==> src/rtl/mips_mc_controller.sv <==
// Multicycle main-control FSM for TinyMIPS: beat-wise instruction fetch, decode and datapath strobes.
// Optional bne support is enabled by defining MIPS_CTRL_BNE_EN.
module mips_mc_controller #(
    parameter int WIDTH = 8,
    localparam int NBEAT = 32 / WIDTH
) (
    input  logic             clk,
    input  logic             rst,
    input  logic [5:0]       op,
    input  logic             mem_ready,
    output logic             memread,
    output logic             memwrite,
    output logic             alusrca,
    output logic [1:0]       alusrcb,
    output logic [1:0]       aluop,
    output logic             memtoreg,
    output logic             iord,
    output logic             regwrite,
    output logic             regdst,
    output logic [1:0]       pcsource,
    output logic [NBEAT-1:0] irwrite,
    output logic             pcwrite,
    output logic             branch,
    output logic             branch_ne,
    output logic             illegal_op
);

    if (!(WIDTH == 8 || WIDTH == 16 || WIDTH == 32)) begin : g_width_check
        $error("mips_mc_controller: WIDTH must be 8, 16 or 32");
    end

    localparam int BW = (NBEAT > 1) ? $clog2(NBEAT) : 1;

    localparam logic [5:0] OP_LB   = 6'b100000;
    localparam logic [5:0] OP_SB   = 6'b101000;
    localparam logic [5:0] OP_R    = 6'b000000;
    localparam logic [5:0] OP_BEQ  = 6'b000100;
    localparam logic [5:0] OP_J    = 6'b000010;
    localparam logic [5:0] OP_ADDI = 6'b001000;
`ifdef MIPS_CTRL_BNE_EN
    localparam logic [5:0] OP_BNE  = 6'b000101;
`endif

    typedef enum logic [3:0] {
        S_IDLE, S_FETCH, S_DECODE, S_MEMADR, S_LBRD, S_LBWR, S_SBWR,
        S_REX, S_RWB, S_BEQ, S_JMP, S_AEX, S_AWB, S_BNE
    } state_t;

    state_t        state, state_next;
    logic [BW-1:0] beat, beat_next;

    always_ff @(posedge clk or negedge rst) begin
        if (!rst) begin
            state <= S_IDLE;
            beat  <= '0;
        end else begin
            state <= state_next;
            beat  <= beat_next;
        end
    end

    always_comb begin
        state_next = state;
        beat_next  = beat;
        memread    = 1'b0;
        memwrite   = 1'b0;
        alusrca    = 1'b0;
        alusrcb    = 2'b00;
        aluop      = 2'b00;
        memtoreg   = 1'b0;
        iord       = 1'b0;
        regwrite   = 1'b0;
        regdst     = 1'b0;
        pcsource   = 2'b00;
        irwrite    = '0;
        pcwrite    = 1'b0;
        branch     = 1'b0;
        branch_ne  = 1'b0;
        illegal_op = 1'b0;
        case (state)
            S_IDLE: begin
                state_next = S_FETCH;
                beat_next  = '0;
            end
            S_FETCH: begin
                memread = 1'b1;
                alusrcb = 2'b01;
                // A beat only completes (IR load + PC bump) when memory answers.
                if (mem_ready) begin
                    irwrite[beat] = 1'b1;
                    pcwrite       = 1'b1;
                    if (beat == BW'(NBEAT - 1)) begin
                        state_next = S_DECODE;
                        beat_next  = '0;
                    end else begin
                        beat_next = beat + BW'(1);
                    end
                end
            end
            S_DECODE: begin
                alusrcb = 2'b11;
                case (op)
                    OP_LB, OP_SB: state_next = S_MEMADR;
                    OP_R:         state_next = S_REX;
                    OP_BEQ:       state_next = S_BEQ;
                    OP_J:         state_next = S_JMP;
                    OP_ADDI:      state_next = S_AEX;
`ifdef MIPS_CTRL_BNE_EN
                    OP_BNE:       state_next = S_BNE;
`endif
                    default: begin
                        illegal_op = 1'b1;
                        state_next = S_FETCH;
                    end
                endcase
            end
            S_MEMADR: begin
                alusrca    = 1'b1;
                alusrcb    = 2'b10;
                state_next = (op == OP_SB) ? S_SBWR : S_LBRD;
            end
            S_LBRD: begin
                memread = 1'b1;
                iord    = 1'b1;
                if (mem_ready) state_next = S_LBWR;
            end
            S_LBWR: begin
                regwrite   = 1'b1;
                memtoreg   = 1'b1;
                state_next = S_FETCH;
            end
            S_SBWR: begin
                memwrite = 1'b1;
                iord     = 1'b1;
                if (mem_ready) state_next = S_FETCH;
            end
            S_REX: begin
                alusrca    = 1'b1;
                aluop      = 2'b10;
                state_next = S_RWB;
            end
            S_RWB: begin
                regwrite   = 1'b1;
                regdst     = 1'b1;
                state_next = S_FETCH;
            end
            S_BEQ: begin
                alusrca    = 1'b1;
                aluop      = 2'b01;
                branch     = 1'b1;
                pcsource   = 2'b01;
                state_next = S_FETCH;
            end
            S_JMP: begin
                pcwrite    = 1'b1;
                pcsource   = 2'b10;
                state_next = S_FETCH;
            end
            S_AEX: begin
                alusrca    = 1'b1;
                alusrcb    = 2'b10;
                state_next = S_AWB;
            end
            S_AWB: begin
                regwrite   = 1'b1;
                state_next = S_FETCH;
            end
`ifdef MIPS_CTRL_BNE_EN
            S_BNE: begin
                alusrca    = 1'b1;
                aluop      = 2'b01;
                branch_ne  = 1'b1;
                pcsource   = 2'b01;
                state_next = S_FETCH;
            end
`endif
            default: state_next = S_IDLE;
        endcase
    end

endmodule

==> config.mk <==
export PLATFORM = sky130hd
export DESIGN_NAME = mips_mc_controller
export DESIGN_NICKNAME = d
export VERILOG_FILES = /design/src/rtl/mips_mc_controller.sv
export SDC_FILE = /design/constraint.sdc
export NUM_CORES = 1
export LEC_CHECK = 0
export CAP_MARGIN = 5
export CORE_ASPECT_RATIO = 0.8
export CORE_MARGIN = 5
export CORE_UTILIZATION = 39
export DETAILED_ROUTE_END_ITERATION = 8
export GPL_TIMING_DRIVEN = 0
export PLACE_DENSITY_LB_ADDON = 0.2
export RECOVER_POWER = 100
export REMOVE_ABC_BUFFERS = 1
export SLEW_MARGIN = 30
export SYNTH_ARGS = -nofsm -noshare
export SYNTH_HDL_FRONTEND = slang
export SYNTH_SLANG_ARGS = --single-unit
==> constraint.sdc <==
create_clock -name clk -period 1.4 [get_ports clk]
set_clock_uncertainty 0.2 [all_clocks]
set_input_delay 0.28 -clock clk [delete_from_list [all_inputs] [get_ports clk]]
set_output_delay 0.28 -clock clk [all_outputs]
set_load 0.01 [all_outputs]
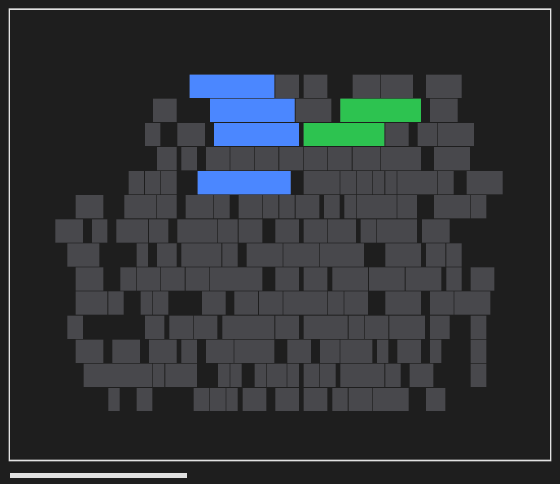
flops_by_reg.png
Bar = 20 um.
- green: beat (placed flops 2)
- blue: state (placed flops 4; where top middle)

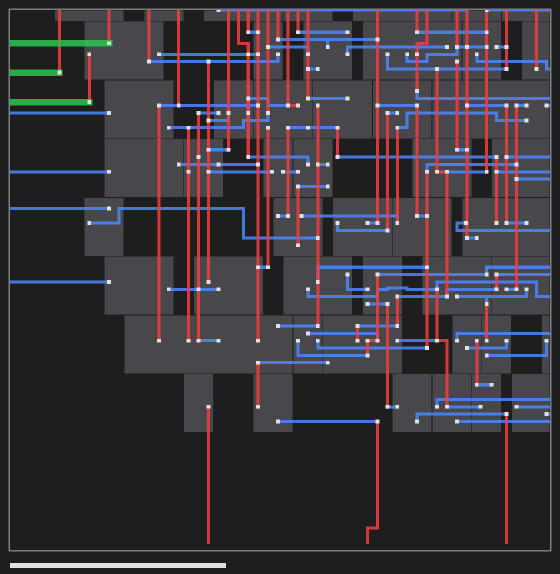
detail.png
Bar = 10 um. Region (3, 0) to (28, 25) um. Cells in gray, sequential cells in the stronger gray; small squares are vias.
- blue: metal 1
- red: metal 2
- green: metal 3
- cells with their middle in the window: 39
- sequential cells in the window: 0
- most frequent: buf_4 (6), buf_2 (4)

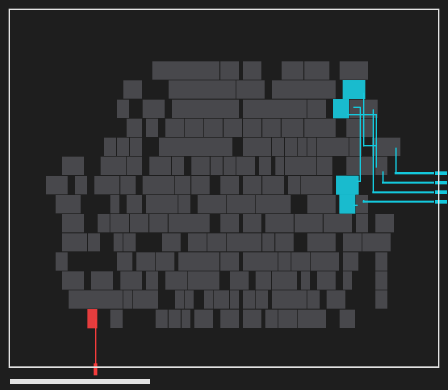
io_fan.png
Bar = 20 um.
- red: branch_ne (bits 1; direction output; end cells 1; buffers 0; wire 6.30 um)
- cyan: irwrite (bits 4; direction output; end cells 4; buffers 4; wire 81.1 um)

==> flow_summary.toml <==
# synthesis and place-and-route metrics
[final_layout]
design_area_sq_mm = 0.00136
nFillCells = 153
drive_gt1_share_pct = 54.1
logic_area_sq_um = 664
seq_area_sq_um = 158
antennaDiodeCount = 0
utilization_pct = 70.3
area_delta_synth_final_pct = 67.1
num-nets-final = 172

[cts]
htree_levels = 1
cts_tree = "built"
cts_buffer_depth = 2
path_clk_slew_ns = 0.05
cts_sinks = 6
postCtsHoldBufs = 0
cts_buffers = 3
clockRootBuffer = "clkbuf_4"
insertion_delay_ns = 0.25

[logic_synthesis]
numSynthFlops = 6
yosys_warnings = 0
async_reset_ff_share_pct = 100
area_leaders = "dfrtp_1, buf_4, nor2_1"
netlist_instances = 106
synth-edff-count = 0
ys_seq_share_pct = 18.5
yosysTopAreaCell = "dfrtp_1"
synthDistinctLibCells = 40
synth_area_sq_um = 811
ff_type = "dfrtp_1"
ys_cells = 106
most_common_cell = "nor2_1"
top_area_share_pct = 18.5
yosys_area_sq_um = 811
synth_area_per_cell_sq_um = 7.65
top_cells_by_count = "nor2_1, buf_4, o21ai_0"

[timing]
finalSetupTns_ns = -10.55
finalSetupViolations = 26
period_needed_ns = 1.98
rsz0062_at_grt = "yes"
hold_viol = 0
max_freq_ghz = 0.505
finalCritPeriodShare_pct = 142
maxSlewViolCount = 0
finalWorstSetupSlack_ns = -0.581

[routing]
num_vias = 973
wire_per_inst_um = 14.7
routed_via_density = 5.38
routed_wl_um = 2660
drc = 0
final_antenna_net_count = 0
drt_pass1_iterations = 4
drt_iter0_drc = 29

[worst_setup_path]
crit_fanout = 5
critPathKind = "reg -> out"
crit_required_ns = 0.92
cpPeakStageDelay_ns = 0.50
arrival_ns = 1.50
crit_top_cell = "buf_6"
cp-end-kind = "output port"
crit_path_top_delay_cell = "dfrtp_4"
cp_top_family = "flip-flops"
start_kind = "flop"
path_cells = "nor2_4, nand2_2, nor2_4, buf_6, buf_6, and2_4, buf_6"
critPathBufInv = 3

[global_routing]
grt_pass1_wl_um = 4040
grt.overflow.total = 0
grt_pass1_vias = 932
grt_util_all_layers_pct = 16.8
antenna_found_initial = 0
grt_max_degree = 16

[floorplanning]
num_rows = 14
chipArea_sq_mm = 0.00310
coreArea_sq_mm = 0.00193
die_h_um = 50.8
die_x_um = 61.0
initial_core_util_pct = 42.1
io_pins = 30

[run_status]
outcome = "finished with violations"
failed_checks = "negative setup slack"

[pwr]
p_leak_uw = 0.000641
vdd_drop_max_mv = 0.851
p_per_area_mw_per_mm2 = 1680

[run]
tool_warnings = 30
maxCapViolations = 0

[placement]
placed_cell_area_sq_mm = 0.00102
port_buffers = 28
hpwl_um = 1420
gp_congestion = 0.771

[min_path]
hold_path.class = "in -> async"
-- layout make-up --
type                       instances  share of cell area, %
inverter                           4                   1.11
timing repair buffer              60                   34.3
clock buffer                       3                   1.66
multi-input combinational         84                   49.0
sequential                         6                   11.6
tap                               24                   2.22
-- registers in the layout, summed over array words and instances, names as in the netlist --
signal and flops:
state 4, beat 2
-- cell usage in the layout (no fill, tap or decap), types with 4 or more instances in the layout --
| cell type | netlist | final |
|---|---|---|
| clkbuf_4 | 0 | 4 |
| ha_1 | 4 | 4 |
| nor3_1 | 6 | 4 |
| inv_1 | 4 | 4 |
| buf_2 | 2 | 16 |
| nand3_1 | 5 | 4 |
| buf_6 | 3 | 11 |
| nor2_1 | 14 | 7 |
| buf_4 | 7 | 24 |
| nor2_4 | 0 | 4 |
| dlygate4sd2_1 | 0 | 5 |
| a21oi_1 | 4 | 4 |
| nand2b_4 | 1 | 4 |
| o21ai_0 | 7 | 7 |
-- kinds of logic (layout without fill, tap and decap cells) --
group,after synthesis,count (layout),synth area share [%]
compound gates,26,26,22.1
xor+xnor,2,2,2.16
fa+ha+maj,4,4,6.17
buf+inv,16,67,13.7
flops,6,6,18.5
other cells,1,1,0.463
simple gates,51,51,36.9
-- worst paths after layout --
kind                          start  slack [ns]  cells past startpoint          to
min in group clk              op[3]        0.36                      3    state[1]
setup / recovery           state[2]       -0.58                      7  irwrite[0]
hold reg to reg             beat[1]        0.37                      1     beat[1]
max in group asynchronous       rst        0.63                      1    state[2]
hold / removal                  rst        0.13                      1     beat[0]
setup reg to reg           state[2]       -0.36                      8    state[1]
-- stage by stage --
step,std cells,setup slack (ns),total power (uW),hold WS (ns)
floorplan,94,-0.381,1070,-0.216
global placement,146,-1.01,1540,0.329
detailed placement,146,-1.05,1550,0.332
CTS,174,-0.561,2080,0.0668
global route,181,-0.653,2460,0.154
finish,181,-0.581,2280,0.134
-- power breakdown --
part,leakage (uW),switching [uW],internal [uW]
clock,0.0000138,63.9,97.1
sequential,0.0000702,108,254
combinational,0.000557,855,902
total,0.000641,1030,1250
-- per-layer routing --
metal | vias up | track usage [%] | part of all wire [%]
li1 | 475 | - | -
met1 | 456 | 19.8 | 41
met2 | 38 | 29.9 | 51
met3 | 4 | 4.62 | 6.9
met4 | 0 | 3.97 | 1.0
met5 | - | 0 | 0
-- repair_timing --
| item | 4_1_cts | 5_1_grt |
|---|---|---|
| resized | 110 | 21 |
| setup buffers | 25 | 8 |
| setup endpoints to repair | 26 | 26 |
| pin swaps | 10 | 7 |
| gates cloned | 0 | 0 |
Power figures rest on the tool's default switching activity, not on a simulated workload.
